### src/rtl/tmr_regfile.sv
// tmr_regfile: register file with per-bit triple redundancy, majority-voted
// reads, a background scrubber that rewrites entries with their voted value,
// a saturating corrected-mismatch counter and a copy-level fault-injection port.
module tmr_regfile #(
  parameter int             W            = 12,
  parameter int             DEPTH        = 8,
  parameter int             AW           = 3,
  parameter logic [W-1:0]   TRIPLICATE   = {W{1'b1}},
  parameter logic [W-1:0]   RESET_VAL    = {W{1'b0}},
  parameter int             SCRUB_PERIOD = 64,
  parameter int             CNT_W        = 8
) (
  input  logic             clk,
  input  logic             rstn,
  input  logic             wr_en,
  input  logic [AW-1:0]    wr_addr,
  input  logic [W-1:0]     wr_data,
  input  logic [AW-1:0]    rd_addr,
  output logic [W-1:0]     rd_data,
  output logic             rd_err,
  input  logic             scrub_en,
  output logic [AW-1:0]    scrub_ptr,
  input  logic             err_clr,
  output logic [CNT_W-1:0] err_cnt,
  input  logic             inj_en,
  input  logic [AW-1:0]    inj_addr,
  input  logic [1:0]       inj_copy,
  input  logic [W-1:0]     inj_mask
);

  localparam int TW = $clog2(SCRUB_PERIOD);
  localparam logic [TW-1:0] TIMER_LAST = TW'(SCRUB_PERIOD - 1);
  localparam logic [AW-1:0] PTR_LAST   = AW'(DEPTH - 1);

  // Majority per triplicated bit; single-copy bits pass c0 straight through.
  function automatic logic [W-1:0] vote_f(input logic [W-1:0] a, input logic [W-1:0] b,
                                          input logic [W-1:0] c);
    return (TRIPLICATE & ((a & b) | (b & c) | (a & c))) | (~TRIPLICATE & a);
  endfunction

  // Any disagreement among the copies of a triplicated bit.
  function automatic logic mismatch_f(input logic [W-1:0] a, input logic [W-1:0] b,
                                      input logic [W-1:0] c);
    return |(TRIPLICATE & ((a ^ b) | (b ^ c)));
  endfunction

  logic [W-1:0]     c0_r [DEPTH];
  logic [W-1:0]     c1_r [DEPTH];
  logic [W-1:0]     c2_r [DEPTH];
  logic [W-1:0]     c0_nxt_s [DEPTH];
  logic [W-1:0]     c1_nxt_s [DEPTH];
  logic [W-1:0]     c2_nxt_s [DEPTH];
  logic [W-1:0]     voted_s [DEPTH];
  logic             mism_s [DEPTH];

  logic [TW-1:0]    timer_r;
  logic             pending_r;
  logic [AW-1:0]    ptr_r;
  logic [CNT_W-1:0] cnt_r;
  logic [W-1:0]     rd_data_r;
  logic             rd_err_r;

  logic             terminal_s;
  logic             scrub_step_s;
  logic             inj_hit_s;
  logic [1:0]       inc_s;
  logic [CNT_W:0]   sum_s;

  // Voted value and mismatch flag of every entry.
  always_comb begin
    for (int e = 0; e < DEPTH; e++) begin
      voted_s[e] = vote_f(c0_r[e], c1_r[e], c2_r[e]);
      mism_s[e]  = mismatch_f(c0_r[e], c1_r[e], c2_r[e]);
    end
  end

  // Scrub scheduling, injection qualification and error-event sum.
  always_comb begin
    terminal_s   = scrub_en && (timer_r == TIMER_LAST);
    scrub_step_s = pending_r && !wr_en;
    inj_hit_s    = inj_en && !(wr_en && (wr_addr == inj_addr));
    inc_s        = {1'b0, mism_s[rd_addr]} + {1'b0, scrub_step_s & mism_s[ptr_r]};
    sum_s        = {1'b0, cnt_r} + {{(CNT_W-1){1'b0}}, inc_s};
  end

  // Next copy contents: write beats scrub; injection XORs on top unless
  // a write targets the same entry this cycle.
  always_comb begin
    for (int e = 0; e < DEPTH; e++) begin
      if (wr_en && (wr_addr == AW'(e))) begin
        c0_nxt_s[e] = wr_data;
        c1_nxt_s[e] = wr_data;
        c2_nxt_s[e] = wr_data;
      end else if (scrub_step_s && (ptr_r == AW'(e))) begin
        c0_nxt_s[e] = voted_s[e];
        c1_nxt_s[e] = voted_s[e];
        c2_nxt_s[e] = voted_s[e];
      end else begin
        c0_nxt_s[e] = c0_r[e];
        c1_nxt_s[e] = c1_r[e];
        c2_nxt_s[e] = c2_r[e];
      end
      if (inj_hit_s && (inj_addr == AW'(e))) begin
        case (inj_copy)
          2'd0:    c0_nxt_s[e] = c0_nxt_s[e] ^ inj_mask;
          2'd1:    c1_nxt_s[e] = c1_nxt_s[e] ^ (inj_mask & TRIPLICATE);
          2'd2:    c2_nxt_s[e] = c2_nxt_s[e] ^ (inj_mask & TRIPLICATE);
          default: c0_nxt_s[e] = c0_nxt_s[e];
        endcase
      end else begin
        c0_nxt_s[e] = c0_nxt_s[e];
      end
      // Single-copy positions have no c1/c2 storage: tie them off.
      c1_nxt_s[e] = (c1_nxt_s[e] & TRIPLICATE) | (RESET_VAL & ~TRIPLICATE);
      c2_nxt_s[e] = (c2_nxt_s[e] & TRIPLICATE) | (RESET_VAL & ~TRIPLICATE);
    end
  end

  // Copy storage.
  always_ff @(posedge clk or negedge rstn) begin
    if (!rstn) begin
      for (int e = 0; e < DEPTH; e++) begin
        c0_r[e] <= RESET_VAL;
        c1_r[e] <= RESET_VAL;
        c2_r[e] <= RESET_VAL;
      end
    end else begin
      for (int e = 0; e < DEPTH; e++) begin
        c0_r[e] <= c0_nxt_s[e];
        c1_r[e] <= c1_nxt_s[e];
        c2_r[e] <= c2_nxt_s[e];
      end
    end
  end

  // Scrub timer, pending flag and pointer; a terminal count with a step
  // already pending is absorbed rather than queued.
  always_ff @(posedge clk or negedge rstn) begin
    if (!rstn) begin
      timer_r   <= {TW{1'b0}};
      pending_r <= 1'b0;
      ptr_r     <= {AW{1'b0}};
    end else begin
      if (scrub_en) begin
        timer_r <= terminal_s ? {TW{1'b0}} : timer_r + {{(TW-1){1'b0}}, 1'b1};
      end
      if (scrub_step_s) begin
        pending_r <= 1'b0;
        ptr_r     <= (ptr_r == PTR_LAST) ? {AW{1'b0}} : ptr_r + {{(AW-1){1'b0}}, 1'b1};
      end else begin
        pending_r <= pending_r | terminal_s;
      end
    end
  end

  // Registered read port (sees storage before this edge's updates).
  always_ff @(posedge clk or negedge rstn) begin
    if (!rstn) begin
      rd_data_r <= RESET_VAL;
      rd_err_r  <= 1'b0;
    end else begin
      rd_data_r <= voted_s[rd_addr];
      rd_err_r  <= mism_s[rd_addr];
    end
  end

  // Saturating error counter; clear has priority over increments.
  always_ff @(posedge clk or negedge rstn) begin
    if (!rstn) begin
      cnt_r <= {CNT_W{1'b0}};
    end else if (err_clr) begin
      cnt_r <= {CNT_W{1'b0}};
    end else if (sum_s[CNT_W]) begin
      cnt_r <= {CNT_W{1'b1}};
    end else begin
      cnt_r <= sum_s[CNT_W-1:0];
    end
  end

  assign rd_data   = rd_data_r;
  assign rd_err    = rd_err_r;
  assign scrub_ptr = ptr_r;
  assign err_cnt   = cnt_r;

endmodule

### config.mk
export PLATFORM = sky130hd
export DESIGN_NAME = tmr_regfile
export DESIGN_NICKNAME = d
export VERILOG_FILES = /design/src/rtl/tmr_regfile.sv
export SDC_FILE = /design/constraint.sdc
export NUM_CORES = 1
export LEC_CHECK = 0
export CORE_MARGIN = 8
export CORE_UTILIZATION = 50
export DETAILED_ROUTE_END_ITERATION = 10
export PLACE_DENSITY = 0.73
export SLEW_MARGIN = 25
export SYNTH_ARGS = -nofsm -noshare
export SYNTH_HDL_FRONTEND = slang
export SYNTH_SLANG_ARGS = --single-unit
### constraint.sdc
create_clock -name clk -period 4 [get_ports clk]
set_input_delay 0.4 -clock clk [delete_from_list [all_inputs] [get_ports clk]]
set_output_delay 0.4 -clock clk [all_outputs]
set_load 0.02 [all_outputs]
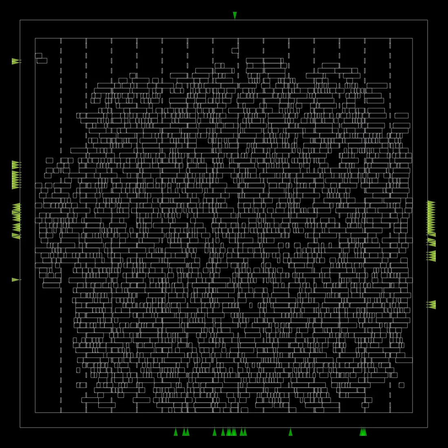
**Above:** placed standard cells.
count of flip-flops and latches: 319
sequential share of cell area: 33.6%
Tapcell Cnt: 539

==> flow_summary.toml <==
# physical design summary
[pwr]
switching_share_pct = 36.3
combPwrFrac_pct = 35.2
p_leak_nw = 10.7
comb_power_mw = 4.87
p_clk_mw = 3.97
switchingPower_mw = 5.02
p_seq_share_pct = 36.2
ir_drop_v = 0.000358
seq-power_mw = 5.01
clock_power_share_pct = 28.7
power_density_nw_per_um2 = 582
power_mw = 13.8
p_int_mw = 8.82

[setup_path]
critPathBufInv = 0
critPathTopFamily = "simple AND/OR/NAND/NOR gates"
reg2reg_to = "err_cnt[3]$_DFF_PN0_"
cpMaxStageDelayCell = "fa_1"
r2r-start = "c1_r[79]$_DFF_PN0_"
crit_arrival_ps = 4110
reg2regPathDepth = 12
crit_cells = 12
worstSetupPathType = "flop to flop"
rrSetupSlack_ps = 320
path_cells = "ha_1 -> nor4_1 -> nand4_1 -> nor2_1 -> a2111oi_0 -> a31oi_1 -> o311ai_1 -> fa_1 -> ha_1 -> nand3_1 -> or2_2 -> a21oi_1"
crit_path_frequent_cell = "ha_1"
crit_fanout = 6
crit_required_ps = 4430
startpoint_type = "flop"
setup.worst_path.end = "err_cnt[3]$_DFF_PN0_"
end_kind = "flop"
startpoint = "c1_r[79]$_DFF_PN0_"

[logic_synthesis]
synth.net_count = 2641
yosys_warnings = 0
synthTopCellsByCount = "410 x nor2_1, 319 x dfrtp_1, 231 x o21ai_0"
synth_seq_share_pct = 37.6
edf_count = 0
synth_top_flop_cell = "dfrtp_1"
ys_types = 48
top_area_cell = "dfrtp_1"
yosys_area_sq_um = 21200
avgSynthCellArea_sq_um = 8.86
netlist_instances = 2399
syn_area_sq_um = 21200
most_common_cell = "nor2_1"
top_cell_area_share_pct = 37.6
ys_cells = 2399
topCellsByArea = "dfrtp_1 38%, ha_1 12%, nor2_1 7.2%"
async_reset_ff_share_pct = 100
ys_ff = 319

[worst_hold_path]
whs_endpoint = "rd_err$_DFF_PN0_"
min_from = "rd_addr[1]"
whs_path_depth = 2
hp-class = "primary input to flop"

[placement]
hpwl_mm = 49.1
place_inst = 2909
gp_congestion = 1.06
port_buffers = 64

[grt]
met2_usage_pct = 41.5
grt_pass1_vias = 18124
grt_overflow = 0
antenna_found_initial = 2
grt_start_max_net_pins = 112
grt_use_met1_pct = 37.6
grt_pass1_wl_mm = 107
grt.met3_usage_pct = 6.76
top_usage_layer = "met2"

[routing]
top_layer = "met5"
firstDrtPassIters = 6
drt_iter0_drc = 2244
wl_met3_mm = 7.83
via_per_inst = 6.28
drt-met1-wl_mm = 28.5
drc = 0
drtAntennaViolNets = 0
dr_wl_met2_mm = 29.8

[clock_tree]
postCtsSetupBuffers = 0
cts_buffers = 38
cts_root_buf = "clkbuf_16"
ctsResizeCount = 0
cts_sinks = 319
clk_pin_slew_ps = 60
ctsHoldBuffers = 1
cts_buffer_depth = 3
clkLatencyLatePin_ps = 560
htreeDepth = 2
cts_tree = "built"

[outcome]
status = "completed"

[floorplanning]
dieArea_sq_um = 49300
floorplanUtilization_pct = 50.6
die_h_microns = 222
coreArea_sq_um = 41900
die_w_microns = 222
boundaryPins = 65
rows = 75

[layout]
num-fill-cells = 3647
antenna_cells = 0
most-common-layout-cells = "409 x nor2_1, 319 x dfrtp_1, 231 x o21ai_0"
comb_share_pct = 53.2
final_net_count = 2653
logic_area_sq_um = 12600
top_regs = "c0_r x96, c1_r x96, c2_r x96"
layout.nonclk_buf_share_pct = 4.35
syn2layout_area_growth_pct = 11.9
fin_cells = 2979
lay_top_count = "nor2_1"
clock_cell_area_share_pct = 5.98
nonClockBufferCount = 111
layout-drive-gt1-share_pct = 6.93
seq_area_sq_um = 7980
comb.multi_input.count = 1935
num-clock-buffers = 52
inverters = 6
largest_class = "combinational gates"

[final_timing]
slew_viol_final = 0
max_clock_freq_mhz = 272
rsz0062_at_grt = "false"
post-route-min-period_ps = 3680
max_slew.worst_pin.slew_ps = 1060
relSlewSlack_pct = 29.4
finalCritPeriodShare_pct = 91.9
final_hold_viol_count = 0
setup_tns_ps = 0
fin_worst_skew_ps = 10.7
setup_violations = 0

[job]
drv_cap = 0
warnings = 32
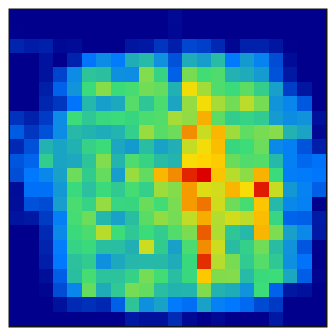
**Above:** wire density map.
The die is cut into 22 by 22 equal tiles; dark blue is low, red is high, scaled to the fullest tile. Values are wire area over tile area, all layers added.
- mean over tiles: 0.25
- fullest tile: 0.78
- nearly empty tiles: 22%
final wirelength: 70.0 mm
routed via count: 18,706
Avg WL per Cell: 23.5 microns
GR Util All Layers: 27.9%

[cells by family (layout without fill, tap and decap cells)]
logic type,count (synthesis),in the layout,synth area share (%)
adder cells (fa/ha/maj),201,201,11.9
XOR/XNOR,297,297,12.3
AND-OR/OR-AND,504,504,13.7
buffers and inverters,145,186,3.17
AND/OR/NAND/NOR,895,895,18.2
multiplexers,38,38,3.23
flip-flops,319,319,37.6
[per-stage QoR]
stage	hold WS (ps)	util (%)	worst slack (ps)	cell area [sq um]
after floorplan	104	-	1040	21200
after global placement	468	53.3	379	22300
after detailed placement	471	53.3	267	22300
after CTS	482	56.7	266	23800
after global routing	374	56.7	177	23800
final	444	56.7	323	23800
[worst reg2reg max path, delay by kind of cell (launching register included)]
family          cells  cell delay (ps)
flops               1              410
fa+ha+maj           3             1120
compound gates      4              780
simple gates        5             1230
